==> config.mk <==
export PLATFORM = sky130hd
export DESIGN_NAME = booth_mult_seq
export DESIGN_NICKNAME = d
export VERILOG_FILES = /design/src/rtl/booth_mult_seq.sv
export SDC_FILE = /design/constraint.sdc
export NUM_CORES = 1
export LEC_CHECK = 0
export ABC_AREA = 0
export CAP_MARGIN = 20
export CORE_AREA = 5 5 79 81
export DETAILED_ROUTE_END_ITERATION = 8
export DIE_AREA = 0 0 84 86
export PLACE_DENSITY = 0.82
export SLEW_MARGIN = 10
export SYNTH_ARGS = -nofsm -noshare
export SYNTH_HDL_FRONTEND = slang
export SYNTH_SLANG_ARGS = --single-unit
==> constraint.sdc <==
create_clock -name clk -period 6.63 [get_ports clk]
set_input_delay 1.326 -clock clk [delete_from_list [all_inputs] [get_ports clk]]
set_output_delay 1.326 -clock clk [all_outputs]
set_load 0.02 [all_outputs]
==> src/rtl/booth_mult_seq.sv <==
// Iterative radix-4 Booth multiplier: one digit per clock, valid/ready on both sides.
// Optional BOOTH_MAC_EN adds an acc_en input and a running accumulator on the product.
module booth_mult_seq #(
    parameter int WIDTH = 8
) (
    input  logic               clk,
    input  logic               rst,
    input  logic               in_valid,
    output logic               in_ready,
    input  logic               signed_mode,
    input  logic [WIDTH-1:0]   multiplicand,
    input  logic [WIDTH-1:0]   multiplier,
`ifdef BOOTH_MAC_EN
    input  logic               acc_en,
`endif
    output logic               out_valid,
    input  logic               out_ready,
    output logic [2*WIDTH-1:0] product
);
    localparam int XW = WIDTH + 2;
    localparam int N  = XW / 2;
    localparam int CW = $clog2(N + 1);

    typedef enum logic [1:0] {IDLE, BUSY, DONE} state_t;

    state_t              state_q, state_d;
    logic [XW-1:0]       a_q, a_d;
    logic [2*XW-1:0]     p_q, p_d;
    logic                bm1_q, bm1_d;
    logic [CW-1:0]       cnt_q, cnt_d;
    logic [2*WIDTH-1:0]  res_q, res_d;
`ifdef BOOTH_MAC_EN
    logic                acc_en_q, acc_en_d;
`endif

    logic [2:0]          digit;
    logic [XW+1:0]       a_sx, mag, addend, upper_sx, sum;
    logic                neg;
    logic [2*XW-1:0]     step_p;

    function automatic logic [XW-1:0] ext(input logic [WIDTH-1:0] v, input logic s);
        return s ? {{2{v[WIDTH-1]}}, v} : {2'b00, v};
    endfunction

    assign in_ready  = (state_q == IDLE);
    assign out_valid = (state_q == DONE);
    assign product   = res_q;

    // Two guard bits on the upper half absorb +-2A before the 2-bit arithmetic shift.
    always_comb begin
        mag   = '0;
        neg   = 1'b0;
        digit = {p_q[1:0], bm1_q};
        a_sx  = {{2{a_q[XW-1]}}, a_q};
        case (digit)
            3'b001, 3'b010: mag = a_sx;
            3'b011:         mag = a_sx << 1;
            3'b100: begin
                mag = a_sx << 1;
                neg = 1'b1;
            end
            3'b101, 3'b110: begin
                mag = a_sx;
                neg = 1'b1;
            end
            default: ;
        endcase
        addend   = neg ? ~mag : mag;
        upper_sx = {{2{p_q[2*XW-1]}}, p_q[2*XW-1:XW]};
        sum      = upper_sx + addend + {{(XW+1){1'b0}}, neg};
        step_p   = {sum, p_q[XW-1:2]};
    end

    always_comb begin
        state_d  = state_q;
        a_d      = a_q;
        p_d      = p_q;
        bm1_d    = bm1_q;
        cnt_d    = cnt_q;
        res_d    = res_q;
`ifdef BOOTH_MAC_EN
        acc_en_d = acc_en_q;
`endif
        case (state_q)
            IDLE: begin
                if (in_valid) begin
                    a_d      = ext(multiplicand, signed_mode);
                    p_d      = {{XW{1'b0}}, ext(multiplier, signed_mode)};
                    bm1_d    = 1'b0;
                    cnt_d    = CW'(N - 1);
`ifdef BOOTH_MAC_EN
                    acc_en_d = acc_en;
`endif
                    state_d  = BUSY;
                end
            end
            BUSY: begin
                p_d   = step_p;
                bm1_d = p_q[1];
                if (cnt_q == '0) begin
                    state_d = DONE;
`ifdef BOOTH_MAC_EN
                    res_d = acc_en_q ? res_q + step_p[2*WIDTH-1:0] : step_p[2*WIDTH-1:0];
`else
                    res_d = step_p[2*WIDTH-1:0];
`endif
                end else begin
                    cnt_d = cnt_q - 1'b1;
                end
            end
            DONE: begin
                if (out_ready) state_d = IDLE;
            end
            default: state_d = IDLE;
        endcase
    end

    always_ff @(posedge clk or posedge rst) begin
        if (rst) begin
            state_q  <= IDLE;
            a_q      <= '0;
            p_q      <= '0;
            bm1_q    <= 1'b0;
            cnt_q    <= '0;
            res_q    <= '0;
`ifdef BOOTH_MAC_EN
            acc_en_q <= 1'b0;
`endif
        end else begin
            state_q  <= state_d;
            a_q      <= a_d;
            p_q      <= p_d;
            bm1_q    <= bm1_d;
            cnt_q    <= cnt_d;
            res_q    <= res_d;
`ifdef BOOTH_MAC_EN
            acc_en_q <= acc_en_d;
`endif
        end
    end
endmodule

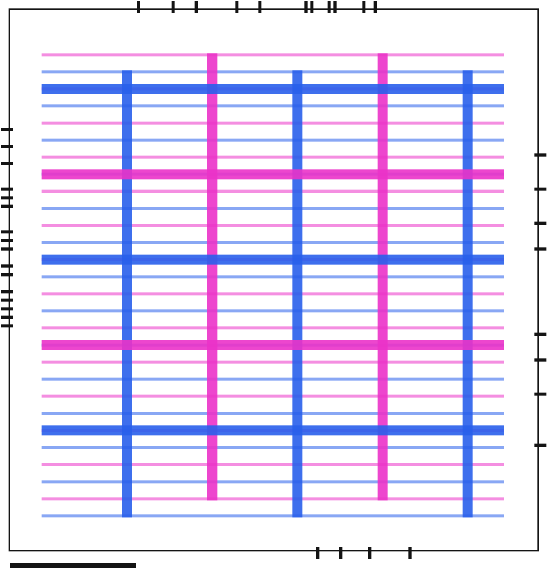
power_grid.png
Bar = 20 um. Pins as bars on the die edge.
legend:
  magenta:
    net: VDD
  blue:
    net: VSS
met4 straps: 5
met1 rails: 28
rows: 27
met5 straps: 5

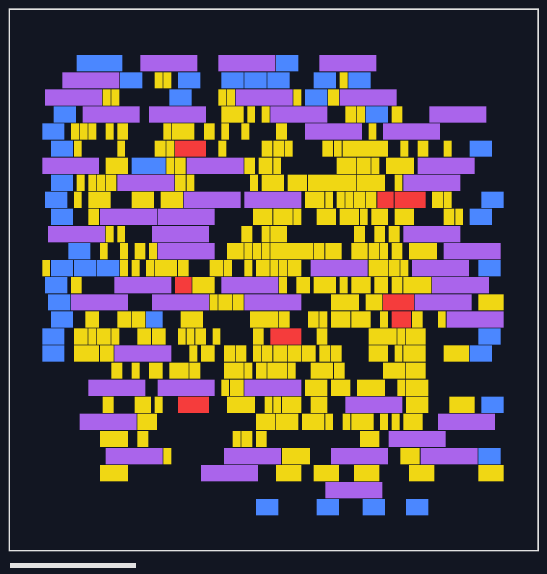
placement_by_type.png
Bar = 20 um.
legend:
  red:
    class: clock drivers and dummy loads
    cells: 8
    share_of_their_area: 2.8%
  yellow:
    class: combinational and other logic
    cells: 243
    share_of_their_area: 46%
  blue:
    class: remaining buffers and delay cells
    cells: 41
    share_of_their_area: 13%
  purple:
    class: sequential cells
    cells: 51
    share_of_their_area: 38%

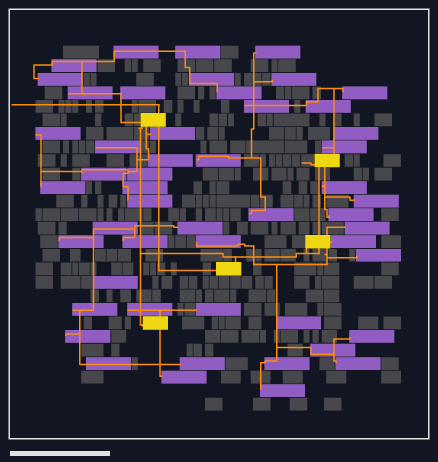
clk_routes.png
Bar = 20 um.
legend:
  purple:
    item: flip-flops
    count: 51
  yellow:
    item: clock drivers
    count: 5
  orange:
    item: clock wires
    length: 665 um
routed clock nets: 6

-- per-stage QoR --
stage | cells | setup WS [ps] | hold WS [ps]
2_1_floorplan | 308 | 4070 | 456
3_3_place_gp | 405 | 3450 | 458
3_5_place_dp | 405 | 3420 | 461
4_1_cts | 413 | 3650 | 490
5_1_grt | 415 | 3470 | 520
6_report | 415 | 3660 | 485
-- path summary, 6_finish.rpt --
check,end,slack (ps),startpoint
max,product[15],3660,p_q[1]
min reg2reg,product[4],490,product[4]
max reg2reg,product[15],3660,p_q[1]
min in group asynchronous,product[5],1340,rst
max in group asynchronous,a_q[7],4760,rst
min,product[4],490,product[4]
==> impl_metrics.env <==
# source this file to load flow results
export IMPL_outcome="completed"
export IMPL_taps=72
export IMPL_ys_flops=51
export IMPL_port_buffers=38
export IMPL_rows=27
export IMPL_grtUsageTotal_pct=18.9
export IMPL_inverters=10
export IMPL_ys_types=47
export IMPL_cts_root_buf="clkbuf_8"
export IMPL_dp_hpwl_mm=4.39
export IMPL_grt_overflow=0
export IMPL_post_synth_top_count_cell="nand2_1"
export IMPL_comb_area_share_pct=43.8
export IMPL_clock_sinks=51
export IMPL_top_area_cell="dfrtp_1"
export IMPL_comb_cells=233
export IMPL_tool_warnings=28
export IMPL_adder_share_pct=5.91
export IMPL_worstSetupPathType="flop to flop"
export IMPL_htreeDepth=2
export IMPL_drv_slew=0
export IMPL_hold_class="flop to flop"
export IMPL_largest_reg_flops=20
